File: config.mk
export PLATFORM = sky130hd
export DESIGN_NAME = minibyte_mem_arbiter
export DESIGN_NICKNAME = d
export VERILOG_FILES = /design/src/rtl/minibyte_mem_arbiter.sv
export SDC_FILE = /design/constraint.sdc
export NUM_CORES = 1
export LEC_CHECK = 0
export ABC_AREA = 1
export CAP_MARGIN = 20
export CORE_ASPECT_RATIO = 1.25
export CORE_MARGIN = 2
export CORE_UTILIZATION = 26
export DETAILED_ROUTE_END_ITERATION = 8
export GPL_TIMING_DRIVEN = 0
export PLACE_DENSITY = 0.63
export SLEW_MARGIN = 0
export SYNTH_ARGS = -nofsm -noshare
export SYNTH_HDL_FRONTEND = slang
export SYNTH_SLANG_ARGS = --single-unit
File: constraint.sdc
create_clock -name clk -period 3.4 [get_ports clk]
set_input_delay 0.34 -clock clk [delete_from_list [all_inputs] [get_ports clk]]
set_output_delay 0.34 -clock clk [all_outputs]
set_load 0.01 [all_outputs]
File: src/rtl/minibyte_mem_arbiter.sv
// Two-port (CPU / debug) arbiter onto the MiniByte ROM, IO register and data RAM.
// Define MINIBYTE_ARB_CPU_PRIORITY_EN for fixed CPU priority instead of round-robin.
module minibyte_mem_arbiter #(
    parameter int         RAM_WAIT = 1,
    parameter logic [7:0] IO_ADDR  = 8'h40,
    parameter logic [7:0] ROM_TOP  = 8'h3F
) (
    input  logic       clk,
    input  logic       rst_n,
    input  logic       cpu_req,
    input  logic       cpu_we,
    input  logic [7:0] cpu_addr,
    input  logic [7:0] cpu_wdata,
    output logic       cpu_ack,
    output logic [7:0] cpu_rdata,
    input  logic       dbg_req,
    input  logic       dbg_we,
    input  logic [7:0] dbg_addr,
    input  logic [7:0] dbg_wdata,
    output logic       dbg_ack,
    output logic [7:0] dbg_rdata,
    output logic [5:0] rom_addr,
    input  logic [7:0] rom_data,
    output logic       ram_en,
    output logic       ram_we,
    output logic [6:0] ram_addr,
    output logic [7:0] ram_wdata,
    input  logic [7:0] ram_rdata,
    output logic [7:0] io_out,
    output logic       busy,
    output logic       grant_dbg
);

    localparam logic [2:0] WAIT_N = 3'(RAM_WAIT);

    typedef enum logic [1:0] {S_IDLE, S_ISSUE, S_WAIT, S_RESP} state_t;
    typedef enum logic [1:0] {R_ROM, R_IO, R_RAM, R_UNM} region_t;

    state_t     state_q, state_d;
    region_t    region;
    logic       we_q;
    logic [7:0] addr_q;
    logic [7:0] wdata_q;
    logic [2:0] cnt_q;
    logic       any_req;
    logic       pick_dbg;
    logic       rd_load;
    logic [7:0] rd_val;

    assign any_req = cpu_req | dbg_req;

`ifdef MINIBYTE_ARB_CPU_PRIORITY_EN
    assign pick_dbg = dbg_req & ~cpu_req;
`else
    // On a tie the port that did not own the last transaction wins.
    assign pick_dbg = dbg_req & (~cpu_req | ~grant_dbg);
`endif

    always_comb begin
        if (addr_q <= ROM_TOP)
            region = R_ROM;
        else if (addr_q == IO_ADDR)
            region = R_IO;
        else if (addr_q <= 8'h7F)
            region = R_RAM;
        else
            region = R_UNM;
    end

    always_ff @(posedge clk or negedge rst_n) begin
        if (!rst_n)
            state_q <= S_IDLE;
        else
            state_q <= state_d;
    end

    always_comb begin
        state_d   = state_q;
        busy      = (state_q != S_IDLE);
        cpu_ack   = 1'b0;
        dbg_ack   = 1'b0;
        rom_addr  = 6'h00;
        ram_en    = 1'b0;
        ram_we    = 1'b0;
        ram_addr  = addr_q[6:0];
        ram_wdata = wdata_q;
        unique case (state_q)
            S_IDLE: begin
                if (any_req)
                    state_d = S_ISSUE;
            end
            S_ISSUE: begin
                if (region == R_ROM)
                    rom_addr = addr_q[5:0];
                if (region == R_RAM) begin
                    ram_en = 1'b1;
                    ram_we = we_q;
                end
                if (region == R_RAM && !we_q)
                    state_d = S_WAIT;
                else
                    state_d = S_RESP;
            end
            S_WAIT: begin
                if (cnt_q == WAIT_N)
                    state_d = S_RESP;
            end
            S_RESP: begin
                cpu_ack = ~grant_dbg;
                dbg_ack = grant_dbg;
                state_d = S_IDLE;
            end
            default: state_d = S_IDLE;
        endcase
    end

    always_comb begin
        rd_val = 8'h00;
        unique case (region)
            R_ROM: rd_val = rom_data;
            R_IO:  rd_val = io_out;
            R_RAM: rd_val = ram_rdata;
            R_UNM: rd_val = 8'h00;
            default: rd_val = 8'h00;
        endcase
        rd_load = 1'b0;
        if (state_q == S_ISSUE && !we_q && region != R_RAM)
            rd_load = 1'b1;
        if (state_q == S_WAIT && cnt_q == WAIT_N)
            rd_load = 1'b1;
    end

    always_ff @(posedge clk or negedge rst_n) begin
        if (!rst_n) begin
            we_q      <= 1'b0;
            addr_q    <= 8'h00;
            wdata_q   <= 8'h00;
            cnt_q     <= 3'd0;
            grant_dbg <= 1'b1;
            io_out    <= 8'h00;
            cpu_rdata <= 8'h00;
            dbg_rdata <= 8'h00;
        end else begin
            if (state_q == S_IDLE && any_req) begin
                grant_dbg <= pick_dbg;
                we_q      <= pick_dbg ? dbg_we    : cpu_we;
                addr_q    <= pick_dbg ? dbg_addr  : cpu_addr;
                wdata_q   <= pick_dbg ? dbg_wdata : cpu_wdata;
            end
            // ISSUE counts as the first RAM wait cycle.
            if (state_q == S_ISSUE)
                cnt_q <= 3'd1;
            else if (state_q == S_WAIT && cnt_q != WAIT_N)
                cnt_q <= cnt_q + 3'd1;
            if (state_q == S_ISSUE && we_q && region == R_IO)
                io_out <= wdata_q;
            if (rd_load) begin
                if (grant_dbg)
                    dbg_rdata <= rd_val;
                else
                    cpu_rdata <= rd_val;
            end
        end
    end

endmodule

==> results.txt, run 1 <==
Post-place setup slack - 1070 ps
Status - complete, no violations
Clk ins delay skew pair - 290 ps
Count of library flops with an enable pin - 0
Final ANT Viol Nets - 0
Crit path cell chain - inv_1, ha_1, inv_1, clkbuf_1, nor3_1, clkdlybuf4s50_1
GPL Wtd Cong - 0.880
WL/cell - 13.9 um
CP top delay family - buffers and inverters
First-pass GRT wire length - 12400 um
Port Buffers - 104
Startpoint Class - register
Core box area - 9510 um^2
Maxcap violations - 0
RSZ-0062 raised after global routing - no
PwrDens - 831 nW/um^2
Crit path arrival time - 2320 ps
Crit-path max FO - 10
R2R cell count - 7
Initial cell density of the core - 26.4%
ClkCell Share - 3.82%
Die height - 114 um
Number of global-route vias before repair - 2526
Registers - 47
Net count after synthesis - 364
Grt ovf - 0
Crit path buffers/inverters - 4
Drt via density - 4.56
Cell Rows - 40
Routed via count - 2478
Final instance area - 3870 um^2
Non-CTS buffers - 121
Pins Over Slew Limit - 0
Crit Path Class - reg2out
Crit. End Element - output port
Placed cell count - 535
Yosys cell count - 304
Post-CTS setup buffers - 0
Buffering overhead - 30.1%
Worst setup path endpoint - rom_addr[5]
F_max - 376 MHz
Instance count on the critical path - 6
DP Area - 3720 um^2
Most frequent cell on the critical path - inv_1
Final wirelength - 7530 um
VDD IR max - 0.000354 V
[run 1: synthesized netlist by cell type (2+ instances only)]
| cell | count | share of area (%) |
|---|---|---|
| inv_2 | 8 | 1.2 |
| inv_1 | 25 | 3.7 |
| nor3_1 | 7 | 1.4 |
| buf_4 | 7 | 2.1 |
| a21oi_1 | 4 | 0.80 |
| nand2_2 | 4 | 1.0 |
| clkbuf_1 | 2 | 0.30 |
| o21ai_0 | 2 | 0.40 |
| buf_6 | 2 | 0.90 |
| nand2_4 | 3 | 1.3 |
| o21ai_2 | 9 | 3.1 |
| o22ai_1 | 17 | 4.2 |
| o21ai_1 | 19 | 3.8 |
| ha_1 | 6 | 3.0 |
| dfrtp_1 | 46 | 46 |
| nand2_1 | 64 | 9.6 |
| buf_2 | 5 | 1.0 |
| nand3_1 | 42 | 8.4 |
| nor2_1 | 25 | 3.7 |
[run 1: metal layers]
layer,up-vias,global-route usage [%],share of wire [%]
li1,1223,-,-
met1,1152,17.6,40
met2,90,26.8,52
met3,13,2.64,5.5
met4,0,6.07,2.4
met5,-,0,0
[run 1: kinds of logic after synthesis]
kind of cell | share of synthesized area (%)
AND-OR/OR-AND | 13.0
adder cells (fa/ha/maj) | 3.00
buffers and inverters | 9.49
flip-flops | 47.0
AND/OR/NAND/NOR | 27.6
[run 1: report_power, final]
group	switching (mW)	internal (mW)
combinational	0.944	0.816
clock	0.221	0.275
sequential	0.167	0.791
total	1.33	1.88
[run 1: sequential cells by signal, summed over array words and instances (netlist names)]
register	cells
cnt_q	3
state_q	2
io_out	8
addr_q	8
ram_wdata	8
cpu_rdata	8
dbg_rdata	8
grant_dbg	1
we_q	1
Figure 1. Register map, names as in the netlist (run 1).
Other sequential cells in the stronger grey, the rest of the logic in the fainter grey.
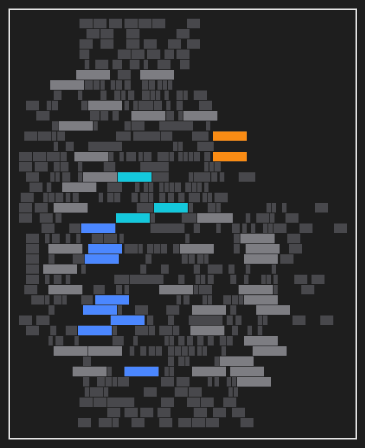
Key: blue = io_out [placed flops 8]; cyan = cnt_q [placed flops 3]; orange = state_q [placed flops 2]

Figure 2. Nets reached from selected ports (run 1).
Bar = 20 um.
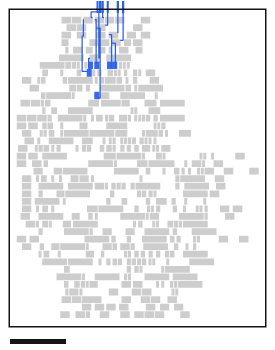
Key: blue = rom_addr [direction output, end cells 6, buffers 6, wire 144 um]

Figure 3. Metal 1 (run 1).
Supply wires on this layer in grey. Cells faint in the background.
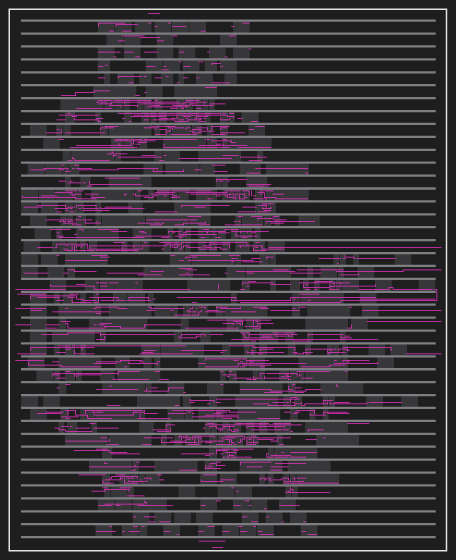
The longest straight run is 36.3 um. The layer holds 40% of the routed length.

Figure 4. Met2 routing (run 1).
Cells faint in the background.
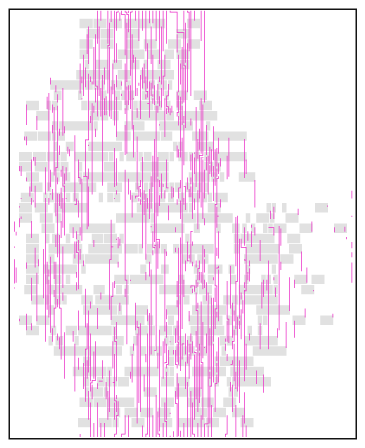
403 nets have wire on it. The layer carries 3940 um of wire. The longest straight run is 64.9 um.

Figure 5. Track usage over the die (run 1).
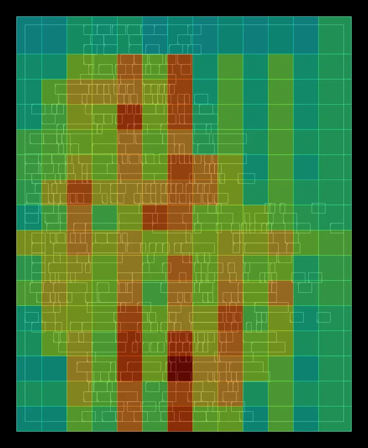

==> run 2: changes to the inputs <==
Clock period 3.4 ns to 2.6 ns, I/O delays scaled along.
Figure 6. Track usage over the die (run 2).
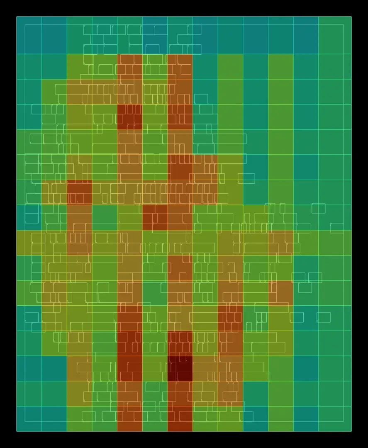
WL/cell: 13.8 um
met3 GRT Util: 2.64%

Figure 7. Nets reached from selected ports (run 2).
Bar = 20 um.
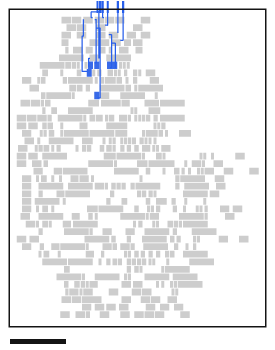
Key: blue = rom_addr [direction output, end cells 6, buffers 6, wire 144 um]

==> run 2 against run 1 <==
  * Sequential power increased by 32%
  * Clock-buffer cell count stayed put
  * Non-clock buffer count increased by 1
  * Combinational power increased by 31%
  * Sequential share of layout area decreased by 0.12 points
  * Final area grew 0.39%
  * Critical path depth is the same
  * Critical path type unchanged
  * Utilization up 0.16 points
  * Highest routed layer unchanged
  * Via count is 1.0% lower
  * Global-route usage hardly changed
==> results.txt, run 2 <==
Status - complete, no violations
Most frequent cell on the critical path - inv_1
Crit. End Element - output port
Hold path start - dbg_rdata[5]$_DFFE_PN0P_
Crit path launch - state_q[1]$_DFFE_PN0P_
F_max - 399 MHz
Port Buffers - 104 (unchanged)
Most numerous logic cell after layout - clkdlybuf4s50_1
Clock sinks - 47
Final wirelength - 7530 um (about the same)
Top logic family - simple AND/OR/NAND/NOR gates
R2R cell count - 7 (unchanged)
Grt ovf - 0 (unchanged)
Startpoint Class - register
Simple-gate share of the synthesized area - 27.6% (unchanged)
Crit share post-route - 96.4%
CP max stage cell - clkdlybuf4s50_1
Post-Syn Area - 2510 um^2
Count of library flops with an enable pin - 0 (unchanged)
VDD IR max - 0.000466 V (+32%)
Pins Over Slew Limit - 0 (unchanged)
Final Hold Viols - 0
Chip Width - 91.8 um
Number of global-route vias before repair - 2540 (+0.55%)
Tally of OpenROAD warnings - 31
Post-DP HPWL - 6170 um
Clock Skew - 7.33 ps
Yosys chip area - 2510 um^2
Yosys adder share - 3.00% (unchanged)
First-pass GRT wire length - 12400 um (+0.34%)
Top cell area share - 45.9% (unchanged)
Yosys top cell by area - dfrtp_1
Crit path largest cell delay - 580 ps
Net count after synthesis - 364 (unchanged)
Routed via count - 2452 (-1.0%)
Setup Viol. Count Final - 0
Worst setup path endpoint - rom_addr[5]
Yosys cell count - 304 (unchanged)
Drt drc - 0
Met2 Usage GRT - 26.9% (+0.098 points)
Cell Rows - 40 (unchanged)
Mux share - 0% (unchanged)
Final ANT Viol Nets - 0 (unchanged)
GR peak layer - met2
Crit path arrival time - 2250 ps (-70 ps)
Top-count cell post-synth - nand2_1
Root Driver - clkbuf_16
Register area share after synthesis - 47.0%
Xor/xnor share - 0% (unchanged)
GRT Util Overall - 15.0%
Initial antenna violation count - 0
Crit path cell chain - inv_1, ha_2, inv_1, clkbuf_1, nor3_1, clkdlybuf4s50_1
Crit-path max FO - 10 (unchanged)
Worst-Margin Slew - 555 ps
Avg Inst Size Synth - 8.24 um^2
Maxcap violations - 0 (unchanged)
Data required, critical path - 2340 ps
Drt via density - 4.51 (-1.2%)
Most frequent cells in the layout - clkdlybuf4s50_1, nand2_1, dfrtp_1
Worst R2R Setup Slack - 770 ps
LEAKAGE - 1.77 nW
Biggest area cells - dfrtp_1, nand2_1, nand3_1, o22ai_1, o21ai_1
Clk ins delay skew pair - 290 ps (about the same)
Compound-Gate Fraction of Synth Area - 13.0% (unchanged)
Setup TNS - 0 ps
GPL Wtd Cong - 0.880 (unchanged)
Core box area - 9510 um^2 (unchanged)
PwrDens - 1080 nW/um^2 (+30%)
Post-CTS setup buffers - 0 (unchanged)
Initial cell density of the core - 26.4% (unchanged)
Met1 global-route usage - 17.7% (+0.042 points)
RSZ-0062 raised after global routing - yes
DRT Pass-1 Iters - 4
Synth Warn # - 0
Share of cells above drive strength 1 - 13.4%
Synth top cells by count - nand2_1, dfrtp_1, nand3_1, inv_1, nor2_1
Die height - 114 um (unchanged)
Crit Path Class - reg2out
-- run 2: cell counts after synthesis --
No cell type changed its count.
-- run 2: final cells by class --
class	instances	share of cell area [%]
Inverter	34	3.35
Buffer	16	2.77
Multi-Input combinational cell	207	28.2
Clock buffer	5	3.22
Sequential cell	47	30.3
Timing Repair Buffer	106	27.5
Clock inverter	3	0.580
Tap cell	126	4.06
-- run 2: worst max-delay path, delay by kind of cell (launching register included) --
family / cells / cell delay (ps)
buffers and inverters: 4 / 990
adders and majority gates: 1 / 260
and+or+nand+nor: 1 / 290
DFF: 1 / 420
-- run 2: power by group --
part | switching [mW] | leakage, nW | internal, mW
combinational | 1.23 | 1.10 | 1.07
sequential | 0.221 | 0.595 | 1.03
clock | 0.291 | 0.0742 | 0.360
total | 1.74 | 1.77 | 2.47
-- run 2: stage by stage --
step	instances	utilization [%]	setup WS, ps	instance area, um^2
after floorplan	304	-	1030	2510
after global placement	534	39.0	-86.5	3700
after detailed placement	535	39.1	345	3720
after CTS	544	40.8	28.2	3880
after global routing	544	40.8	-6.35	3880
final	544	40.8	94.3	3880
-- run 2: cell families after synthesis --
family / Yosys count
adders and majority gates: 6
and+or+nand+nor: 148
buffers and inverters: 50
AOI/OAI and AO/OA: 53
DFF: 47
-- run 2: layer usage --
layer	vias to the layer above	share of wire [%]	wire length [um]
met4	0	2.4	182
met5	-	0	0
met2	82	52	3930
met3	13	5.4	404
met1	1134	40	3010
li1	1223	-	-
-- run 2: repair_timing --
action	CTS	global route
endpoints found under the setup margin	0	5
gates resized	0	2
endpoints found under the hold margin	21	0
hold buffers	1	0
No activity file was given, so power comes from the tool's default toggle rates.
